### config.mk
export PLATFORM = sky130hd
export DESIGN_NAME = dda_sequencer
export DESIGN_NICKNAME = d
export VERILOG_FILES = /design/src/rtl/dda_sequencer.sv
export SDC_FILE = /design/constraint.sdc
export NUM_CORES = 1
export LEC_CHECK = 0
export CORE_UTILIZATION = 51
export DETAILED_ROUTE_END_ITERATION = 10
export PLACE_DENSITY_LB_ADDON = 0.15
export SYNTH_ARGS = -nofsm -noshare
export SYNTH_HDL_FRONTEND = slang
export SYNTH_SLANG_ARGS = --single-unit
### constraint.sdc
create_clock -name clk -period 3.87 [get_ports clk]
set_clock_uncertainty 0.2 [all_clocks]
set_input_delay 0.774 -clock clk [delete_from_list [all_inputs] [get_ports clk]]
set_output_delay 0.774 -clock clk [all_outputs]
set_load 0.02 [all_outputs]
### src/rtl/dda_sequencer.sv
// Run-control sequencer for the posit Van der Pol DDA core: decodes SPI command
// words, holds mu/icx/icy, paces load/step pulses and captures {x,y} snapshots.
module dda_sequencer #(
  parameter int N = 16
) (
  input  logic           clk,
  input  logic           rst_n,
  input  logic           cmd_valid,
  input  logic [31:0]    cmd_word,
  input  logic [N-1:0]   dda_x,
  input  logic [N-1:0]   dda_y,
  output logic           dda_step,
  output logic           dda_load,
  output logic [N-1:0]   mu,
  output logic [N-1:0]   icx,
  output logic [N-1:0]   icy,
  output logic [2*N-1:0] snap,
  output logic           snap_valid,
  output logic           running,
  output logic [15:0]    step_count
);

  typedef enum logic [3:0] {
    OP_NOP = 4'd0, OP_SET_MU = 4'd1, OP_SET_ICX = 4'd2, OP_SET_ICY = 4'd3,
    OP_SET_DIV = 4'd4, OP_RUN = 4'd5, OP_HALT = 4'd6, OP_LOAD = 4'd7, OP_SNAP = 4'd8
  } opcode_t;

  typedef enum logic {S_IDLE, S_RUN} state_t;

  state_t         state_q, state_d;
  logic [N-1:0]   mu_q, mu_d, icx_q, icx_d, icy_q, icy_d;
  logic [15:0]    div_q, div_d, rem_q, rem_d, presc_q, presc_d, cnt_q, cnt_d;
  logic           free_q, free_d, step_q, step_d, load_q, load_d;
  logic           snap_valid_q, snap_valid_d, pend_q, pend_d;
  logic [2*N-1:0] snap_q, snap_d;
  logic           fire;

  logic [3:0]  opcode;
  logic [15:0] payload;
  logic        unused_bits;
  assign opcode      = cmd_word[31:28];
  assign payload     = cmd_word[15:0];
  assign unused_bits = ^cmd_word[27:16];

  always_comb begin
    state_d      = state_q;
    mu_d         = mu_q;
    icx_d        = icx_q;
    icy_d        = icy_q;
    div_d        = div_q;
    rem_d        = rem_q;
    presc_d      = presc_q;
    cnt_d        = cnt_q;
    free_d       = free_q;
    snap_d       = snap_q;
    step_d       = 1'b0;
    load_d       = 1'b0;
    snap_valid_d = 1'b0;
    pend_d       = 1'b0;
    fire         = 1'b0;

    unique case (state_q)
      S_RUN: begin
        if (cmd_valid && opcode == OP_HALT) begin
          state_d = S_IDLE;
        end else if (!free_q && rem_q == 16'd0) begin
          // final step is on the bus this cycle; sample its result next edge
          state_d = S_IDLE;
          pend_d  = 1'b1;
        end else if (presc_q == 16'd0) begin
          fire    = 1'b1;
          presc_d = div_q - 16'd1;
        end else begin
          presc_d = presc_q - 16'd1;
        end
      end
      default: begin
        if (cmd_valid && opcode == OP_RUN) begin
          state_d = S_RUN;
          free_d  = (payload == 16'd0);
          rem_d   = payload;
          // the RUN edge itself counts as one prescaler tick so the first
          // step lands exactly div cycles after the command
          if (div_q == 16'd1) begin
            fire    = 1'b1;
            presc_d = 16'd0;
          end else begin
            presc_d = div_q - 16'd2;
          end
        end else if (cmd_valid && opcode == OP_LOAD) begin
          load_d = 1'b1;
          cnt_d  = 16'd0;
        end
      end
    endcase

    if (fire) begin
      step_d = 1'b1;
      cnt_d  = cnt_q + 16'd1;
      if (!free_d) rem_d = rem_d - 16'd1;
    end

    if ((cmd_valid && opcode == OP_SNAP) || pend_q) begin
      snap_d       = {dda_x, dda_y};
      snap_valid_d = 1'b1;
    end

    if (cmd_valid) begin
      unique case (opcode)
        OP_SET_MU:  mu_d  = payload[N-1:0];
        OP_SET_ICX: icx_d = payload[N-1:0];
        OP_SET_ICY: icy_d = payload[N-1:0];
        OP_SET_DIV: div_d = (payload == 16'd0) ? 16'd1 : payload;
        default: ;
      endcase
    end
  end

  always_ff @(posedge clk) begin
    if (!rst_n) begin
      state_q      <= S_IDLE;
      mu_q         <= '0;
      icx_q        <= N'(16'h3000);
      icy_q        <= N'(16'h3000);
      div_q        <= 16'd1;
      rem_q        <= 16'd0;
      presc_q      <= 16'd0;
      cnt_q        <= 16'd0;
      free_q       <= 1'b0;
      snap_q       <= '0;
      step_q       <= 1'b0;
      load_q       <= 1'b0;
      snap_valid_q <= 1'b0;
      pend_q       <= 1'b0;
    end else begin
      state_q      <= state_d;
      mu_q         <= mu_d;
      icx_q        <= icx_d;
      icy_q        <= icy_d;
      div_q        <= div_d;
      rem_q        <= rem_d;
      presc_q      <= presc_d;
      cnt_q        <= cnt_d;
      free_q       <= free_d;
      snap_q       <= snap_d;
      step_q       <= step_d;
      load_q       <= load_d;
      snap_valid_q <= snap_valid_d;
      pend_q       <= pend_d;
    end
  end

  assign dda_step   = step_q;
  assign dda_load   = load_q;
  assign mu         = mu_q;
  assign icx        = icx_q;
  assign icy        = icy_q;
  assign snap       = snap_q;
  assign snap_valid = snap_valid_q;
  assign running    = (state_q == S_RUN);
  assign step_count = cnt_q;

endmodule
run_1/layer_met2.png
Scale bar: 20 µm.
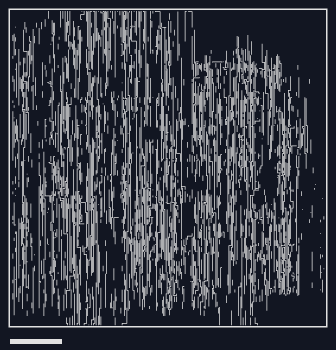
nets with wire on the layer: 939
longest straight run: 58.5 µm
main direction: vertical

run_1/power_grid.png
Pins as bars on the die edge. Tap cells in gray.
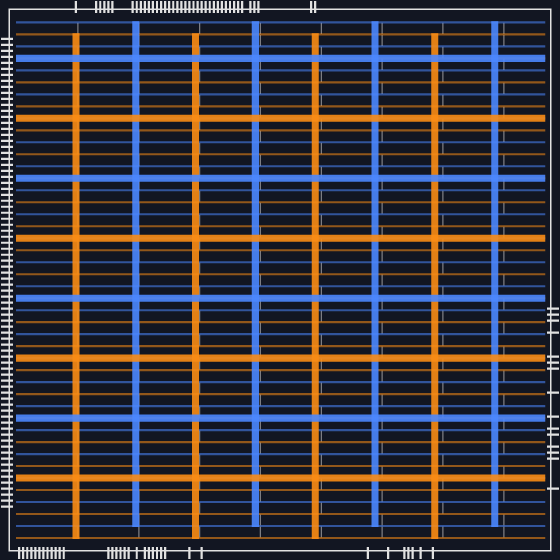
legend:
  VSS:
    color: orange
  VDD:
    color: blue
met5 straps: 8
met1 rails: 44
rows: 43
tap cells: 180

==> README.md, run 1 <==
| Group | Metric | This run |
| --- | --- | --- |
| placement | Number of port buffers | 154 |
| power | Combinational cell fraction of total power | 0.143 |
| power | Clk pwr share | 0.434 |
| setup path | Origin of the critical flop-to-flop path | presc_q[0] |
| clock tree | Number of levels the H-tree was split into | 4 |
| grt | First-pass GRT wire length | 35900 µm |
| timing | Final Max Slew Viols | 0 |
| clock tree | Number of setup buffers added after CTS | 0 |
| job | Max-cap violations | 0 |
| setup path | Worst path top cell family by delay | simple AND/OR/NAND/NOR gates |
| finish | Top cell excl fill/tap | nand2_1 |
| min path | WHS Endpoint | snap[27] |
| timing | Worst slew slack as a fraction of its limit | 0.372 |
| routing | Via count | 7387 |
| die | Row count | 43 |
| power | Final total power | 3.77 mW |
| finish | Number of non-filler instances in the completed layout | 1276 |
| timing | Minimum clock period after layout | 3.38 ns |
| logic synthesis | List of most frequent post-synthesis cells | 226 x nand2_1, 150 x dfxtp_1, 100 x a21oi_1 |
| logic synthesis | Largest type area fraction | 0.406 |
| clock tree | Root buffer cell | clkbuf_16 |
| finish | Commonest cells after routing, fill and taps aside | 226 x nand2_1, 154 x clkdlybuf4s50_1, 150 x dfxtp_1 |
| placement | Instance area at placement | 9160 µm² |
| logic synthesis | Number of different library cells in the post-synthesis netlist | 66 |
| power | Internal power | 2.69 mW |
| logic synthesis | Area share of fa/ha/maj cells after synthesis | 0.0135 |
| timing | Final setup violation count | 0 |
| grt | Met3 capacity usage during global routing | 0.110 |
| finish | Sequential cell count | 150 |
| routing | DRC violations left | 0 |
| logic synthesis | Proportion of synthesized flip-flops having asynchronous set or reset | 0 |
| setup path | Startpoint Class | input pin |
| clock tree | CTS Hold Buffers Added | 0 |
| timing | RSZ-0062 raised after global routing | no |
| routing | Top sig layer | met4 |
| logic synthesis | Part of the Yosys area used for sequential elements | 0.406 |
| finish | Number of flip-flops under the largest register name | 32 |
| placement | Routability congestion estimate | 0.857 |
| logic synthesis | Xor/xnor cell area share of the yosys netlist | 0.0402 |
| finish | Multi-input combinational cell count | 717 |
| logic synthesis | Total nets after synthesis | 1018 |
| grt | GRT overflow | 0 |
| timing | Final worst-path cycle share | 0.874 |
| die | Fp_density | 0.527 |
| routing | Antenna viol nets, final | 0 |
| logic synthesis | Fraction of synthesized area in multiplexers | 0.0493 |
| setup path | Setup slack, reg-to-reg | 0.80 ns |
| routing | Met2 routed wirelength | 10300 µm |
| finish | Proportion of final cell area spent on non-clock buffers | 0.184 |
| clock tree | Clock tree from TritonCTS | done |
| setup path | Largest stage delay on the critical path | 0.50 ns |
| die | Core area | 14000 µm² |
| finish | Logic gate fraction of the total cell area | 0.421 |
| logic synthesis | Number of flip-flops and latches in the synthesized netlist | 150 |
| clock tree | Post-CTS resize count | 0 |
| placement | Setup slack at placement | 0.0525 ns |
| logic synthesis | Synth warnings | 0 |
| run status | Status | finished clean |
| power | Power density over the cells | 388 nW/µm² |
| logic synthesis | Dominant register cell in the synthesized netlist | dfxtp_1 |
| logic synthesis | Post-synthesis cell count | 943 |
| die | Chip area | 15000 µm² |
| min path | Hold Crit Depth | 2 |
| clock tree | Number of CTS-inserted buffers | 17 |
| finish | Number of antenna repair diodes | 0 |
| clock tree | Worst-Skew Late Latency | 0.44 ns |
| setup path | Cells along the critical path | clkdlybuf4s50_1, nor3b_2, nand2_1, mux2i_1, ha_1, inv_1, a211o_1, or4_1, a21oi_1 |
| grt | Initial antenna violation count | 0 |
| logic synthesis | Yosys chip area | 7400 µm² |
| die | Die span in x | 122 µm |
| setup path | Capturing element type of the critical path | flop |
| grt | Global routing usage summed across all routing layers | 0.310 |
| finish | # clk buffers | 17 |
| timing | Maximum frequency from static timing analysis | 296 MHz |
| logic synthesis | Complex-gate fraction of the synthesized area | 0.164 |
| clock tree | Clk sink count | 150 |
| clock tree | Clock transition at the register clock pins on the worst setup and hold paths after CTS | 0.07 ns |
| setup path | FF-to-FF path depth | 8 |
| setup path | Standard cell with the maximum stage delay on the critical path | clkdlybuf4s50_1 |
| finish | Count of nets after finishing | 1158 |
| logic synthesis | Count of library flops with an enable pin | 0 |
| power | Peak supply drop | 321 µV |
| die | Die extent in y | 122 µm |
| finish | Area of combinational cells with multiple inputs | 4100 µm² |
| routing | Number of optimization iterations in the first detailed-route pass | 5 |
| timing | Hold WS | 0.249 ns |
| logic synthesis | Yosys cell count | 943 |
run_1/clk_routes.png
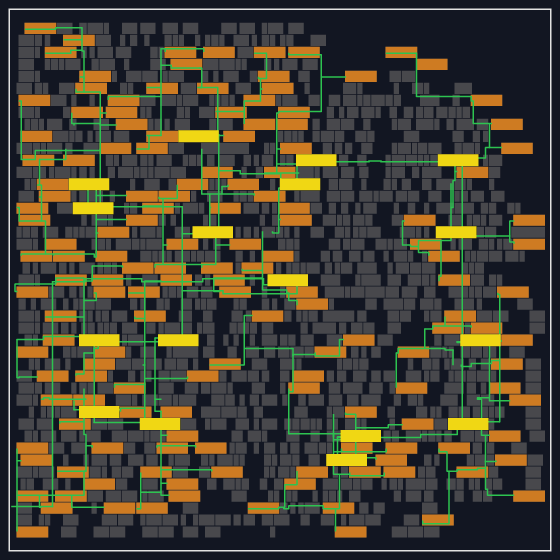
legend:
  flip-flops:
    color: orange
    count: 150
  clock drivers:
    color: yellow
    count: 17
  clock wires:
    color: green
    length: 1940 µm
routed clock nets: 18

==> run 1 -> run 2 <==
CORE_UTILIZATION = 55   (was 51)
clock period = 4.2 ns   (was 3.87 ns; I/O delays follow)
run_2/placement.png
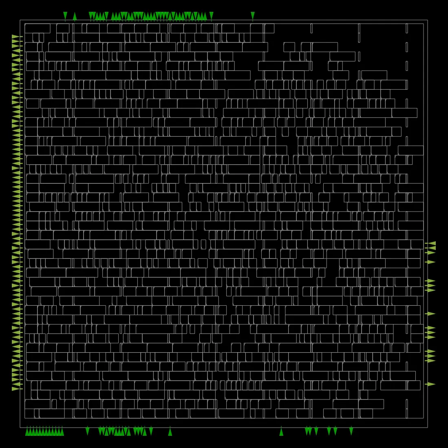
core area: 13200 µm²
sequential share of cell area: 0.308
fill cell count: 1018
core occupancy in the finished layout: 0.739

run_2/power_grid.png
Pins as bars on the die edge. Tap cells in gray.
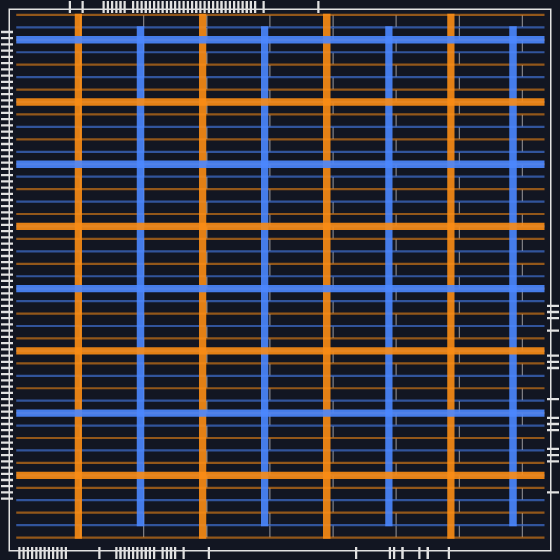
legend:
  VDD:
    color: blue
  VSS:
    color: orange
signal pins: 167
met4 straps: 8
met1 rails: 43
rows: 42
met5 straps: 8
die extent in y: 118 µm
die span in x: 118 µm
peak supply drop: 331 µV

==> run 2 against run 1 <==
Effect of this change: final cell count down 0.78%; register-to-register slack better by 0.34 ns; total power down 4.2%; final area up 0.22%; non-clock buffer count down 6; worst hold slack better by 0.00070 ns; critical path depth unchanged; die area down 7.2%; critical endpoint unchanged; sequential power down 8%; count of clock-buffer cells in the layout up 4; utilization up 4.6 points; routed wire length down 2.0%.
==> README.md, run 2 <==
| Group | Metric | This run |
| --- | --- | --- |
| run status | Status | finished clean |
| power | Combinational cell fraction of total power | 0.136 |
| clock tree | Number of levels the H-tree was split into | 4 |
| setup path | Startpoint Class | input pin |
| clock tree | Root buffer cell | clkbuf_16 |
| finish | Logic gate fraction of the total cell area | 0.420 |
| logic synthesis | Area share of fa/ha/maj cells after synthesis | 0.0135 |
| finish | Sequential cell count | 150 |
| logic synthesis | Fraction of synthesized area in multiplexers | 0.0493 |
| logic synthesis | Count of library flops with an enable pin | 0 |
| timing | Hold WS | 0.250 ns |
| grt | GRT overflow | 0 |
| routing | Number of optimization iterations in the first detailed-route pass | 5 |
| grt | Global routing usage summed across all routing layers | 0.321 |
| grt | First-pass GRT wire length | 35500 µm |
| finish | Count of nets after finishing | 1152 |
| setup path | Setup slack, reg-to-reg | 1.14 ns |
| setup path | Cells along the critical path | clkdlybuf4s50_1, nor3b_2, nand2_1, mux2i_1, ha_1, inv_1, a211o_1, or4_1, a21oi_1 |
| setup path | Largest stage delay on the critical path | 0.50 ns |
| clock tree | Clock tree from TritonCTS | done |
| routing | Met2 routed wirelength | 10000 µm |
| setup path | Origin of the critical flop-to-flop path | presc_q[0] |
| clock tree | Post-CTS resize count | 0 |
| power | Power density over the cells | 371 nW/µm² |
| timing | Maximum frequency from static timing analysis | 294 MHz |
| clock tree | Number of CTS-inserted buffers | 17 |
| logic synthesis | Post-synthesis cell count | 943 |
| timing | RSZ-0062 raised after global routing | no |
| setup path | Capturing element type of the critical path | flop |
| logic synthesis | Dominant register cell in the synthesized netlist | dfxtp_1 |
| placement | Setup slack at placement | 0.441 ns |
| logic synthesis | Largest type area fraction | 0.406 |
| finish | Commonest cells after routing, fill and taps aside | 226 x nand2_1, 154 x clkdlybuf4s50_1, 150 x dfxtp_1 |
| setup path | FF-to-FF path depth | 8 |
| timing | Worst slew slack as a fraction of its limit | 0.419 |
| logic synthesis | Total nets after synthesis | 1018 |
| setup path | Worst path top cell family by delay | simple AND/OR/NAND/NOR gates |
| min path | Hold Crit Depth | 2 |
| finish | Multi-input combinational cell count | 717 |
| finish | Proportion of final cell area spent on non-clock buffers | 0.179 |
| routing | Top sig layer | met4 |
| die | Chip area | 13900 µm² |
| routing | Via count | 7306 |
| placement | Instance area at placement | 9110 µm² |
| clock tree | Number of setup buffers added after CTS | 0 |
| finish | Number of flip-flops under the largest register name | 32 |
| grt | Met3 capacity usage during global routing | 0.112 |
| finish | Number of antenna repair diodes | 0 |
| routing | Antenna viol nets, final | 0 |
| finish | Area of combinational cells with multiple inputs | 4100 µm² |
| die | Fp_density | 0.561 |
| logic synthesis | Synth warnings | 0 |
| logic synthesis | Number of different library cells in the post-synthesis netlist | 66 |
| logic synthesis | Proportion of synthesized flip-flops having asynchronous set or reset | 0 |
| logic synthesis | Yosys chip area | 7400 µm² |
| logic synthesis | Yosys cell count | 943 |
| timing | Minimum clock period after layout | 3.40 ns |
| finish | Top cell excl fill/tap | nand2_1 |
==> run 2 -> run 3 <==
CORE_UTILIZATION = 51   (was 55)
clock period = 3.5 ns   (was 4.2 ns; I/O delays follow)
run_3/placement_by_type.png
Scale bar: 20 µm. Fill, decap, tap and diode cells in gray.
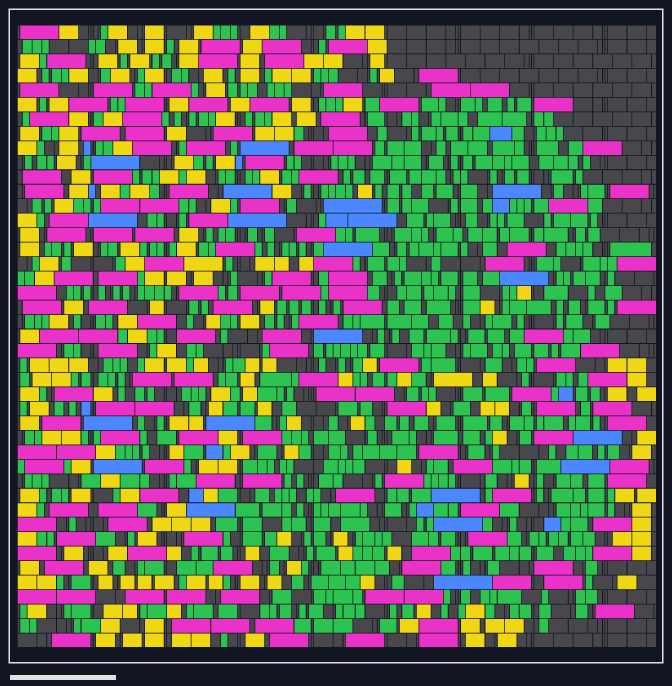
legend:
  flops:
    color: magenta
    cells: 150
    share_of_their_area: 31%
  clock drivers and dummy loads:
    color: blue
    cells: 32
    share_of_their_area: 6.2%
  combinational and other logic:
    color: green
    cells: 728
    share_of_their_area: 43%
  other buffers and delay cells:
    color: yellow
    cells: 205
    share_of_their_area: 20%
sequential share of cell area: 0.303
core area: 14000 µm²
Layout Cell Area excl Fill: 9920 µm²

run_3/clk_routes.png
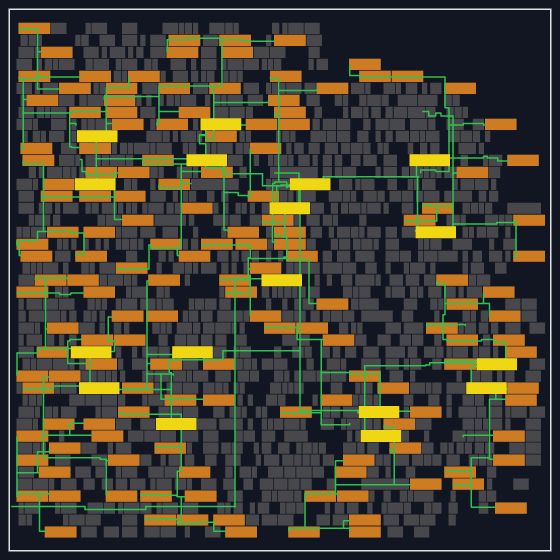
legend:
  clock drivers:
    color: yellow
    count: 17
  clock wires:
    color: green
    length: 1850 µm
  flip-flops:
    color: orange
    count: 150
routed clock nets: 18

==> run 3 against run 2 <==
Effect of this change: clock power increased by 15%; synthesized cell count stayed put; global-route usage fell by 1.7 points; final area is 1.7% higher; combinational power rose by 24%; highest routed layer unchanged; sequential power grew about 20%; non-clock buffer count rose by 25.
==> README.md, run 3 <==
| Group | Metric | This run |
| --- | --- | --- |
| clock tree | Clock tree from TritonCTS | done |
| setup path | Worst path top cell family by delay | simple AND/OR/NAND/NOR gates |
| setup path | Standard cell with the maximum stage delay on the critical path | or4_1 |
| die | Die span in x | 122 µm |
| min path | Hold Crit Depth | 2 |
| clock tree | Clk sink count | 150 |
| finish | Count of nets after finishing | 1177 |
| finish | # clk buffers | 20 |
| placement | Number of port buffers | 154 |
| die | Fp_density | 0.527 |
| timing | Minimum clock period after layout | 3.16 ns |
| finish | Sequential cell count | 150 |
| grt | Met3 capacity usage during global routing | 0.105 |
| logic synthesis | Dominant register cell in the synthesized netlist | dfxtp_1 |
| logic synthesis | Fraction of synthesized area in multiplexers | 0.0493 |
| finish | Number of flip-flops under the largest register name | 32 |
| routing | Avg WL per Cell | 17.2 µm |
| logic synthesis | Yosys cell count | 943 |
| routing | Via count | 7376 |
| placement | Routability congestion estimate | 0.886 |
| die | Chip area | 15000 µm² |
| logic synthesis | List of most frequent post-synthesis cells | 226 x nand2_1, 150 x dfxtp_1, 100 x a21oi_1 |
| power | Combinational cell fraction of total power | 0.143 |
| logic synthesis | Synth warnings | 0 |
| run status | Status | finished clean |
| placement | Setup slack at placement | -0.0468 ns |
| logic synthesis | Proportion of synthesized flip-flops having asynchronous set or reset | 0 |
| clock tree | Post-CTS resize count | 0 |
| setup path | Startpoint Class | input pin |
| clock tree | Clock transition at the register clock pins on the worst setup and hold paths after CTS | 0.06 ns |
| setup path | FF-to-FF path depth | 8 |
| finish | Proportion of final cell area spent on non-clock buffers | 0.196 |
| job | Max-cap violations | 0 |
| finish | Layout area overhead | 34.0% |
| die | Die extent in y | 122 µm |
| grt | Global routing usage summed across all routing layers | 0.304 |
| routing | Antenna viol nets, final | 0 |
| power | Internal power | 3.13 mW |
| power | Clk pwr share | 0.444 |
| routing | Met2 routed wirelength | 10200 µm |
| finish | Logic gate fraction of the total cell area | 0.413 |
| timing | Hold WS | 0.248 ns |
| setup path | Capturing element type of the critical path | flop |
| power | Power in sequential cells | 1.77 mW |
| setup path | Cells along the critical path | clkdlybuf4s50_1, nor3b_2, nand2_1, mux2i_1, ha_1, inv_1, a211o_1, or4_1, a21oi_1 |
| grt | GRT overflow | 0 |
| timing | RSZ-0062 raised after global routing | no |
| routing | Number of optimization iterations in the first detailed-route pass | 5 |
| logic synthesis | Simple-gate area share of the yosys netlist | 0.285 |
| finish | Number of antenna repair diodes | 0 |
| power | Proportion of power drawn by flip-flops and latches | 0.413 |
| logic synthesis | Count of library flops with an enable pin | 0 |
| finish | Core occupancy in the finished layout | 0.706 |
| clock tree | CTS Hold Buffers Added | 0 |
| logic synthesis | Post-synthesis cell count | 943 |
| finish | Commonest cells after routing, fill and taps aside | 226 x nand2_1, 154 x clkdlybuf4s50_1, 150 x dfxtp_1 |
| clock tree | Root buffer cell | clkbuf_16 |
| logic synthesis | Yosys chip area | 7400 µm² |
| finish | Number of non-filler instances in the completed layout | 1295 |
| clock tree | Number of setup buffers added after CTS | 0 |
| setup path | Setup slack, reg-to-reg | 0.56 ns |
| power | Power density over the cells | 431 nW/µm² |
| clock tree | Number of CTS-inserted buffers | 17 |
| timing | Maximum frequency from static timing analysis | 317 MHz |
| placement | Instance area at placement | 9320 µm² |
| logic synthesis | Number of different library cells in the post-synthesis netlist | 66 |
| power | Power of the combinational group | 0.610 mW |
| routing | Count of routing violations after the opening detailed-route iteration | 572 |
| min path | WHS Endpoint | snap[22] |
| timing | Final worst-path cycle share | 0.902 |
| clock tree | Number of levels the H-tree was split into | 4 |
| finish | Top cell excl fill/tap | nand2_1 |
| logic synthesis | Part of the Yosys area used for sequential elements | 0.406 |
| logic synthesis | Xor/xnor cell area share of the yosys netlist | 0.0402 |
| timing | Final Max Slew Viols | 0 |
| grt | First-pass GRT wire length | 35300 µm |
| routing | Top sig layer | met4 |
| finish | Area of combinational cells with multiple inputs | 4100 µm² |
| power | Peak supply drop | 369 µV |
Power is estimated from default activity; no workload was simulated.
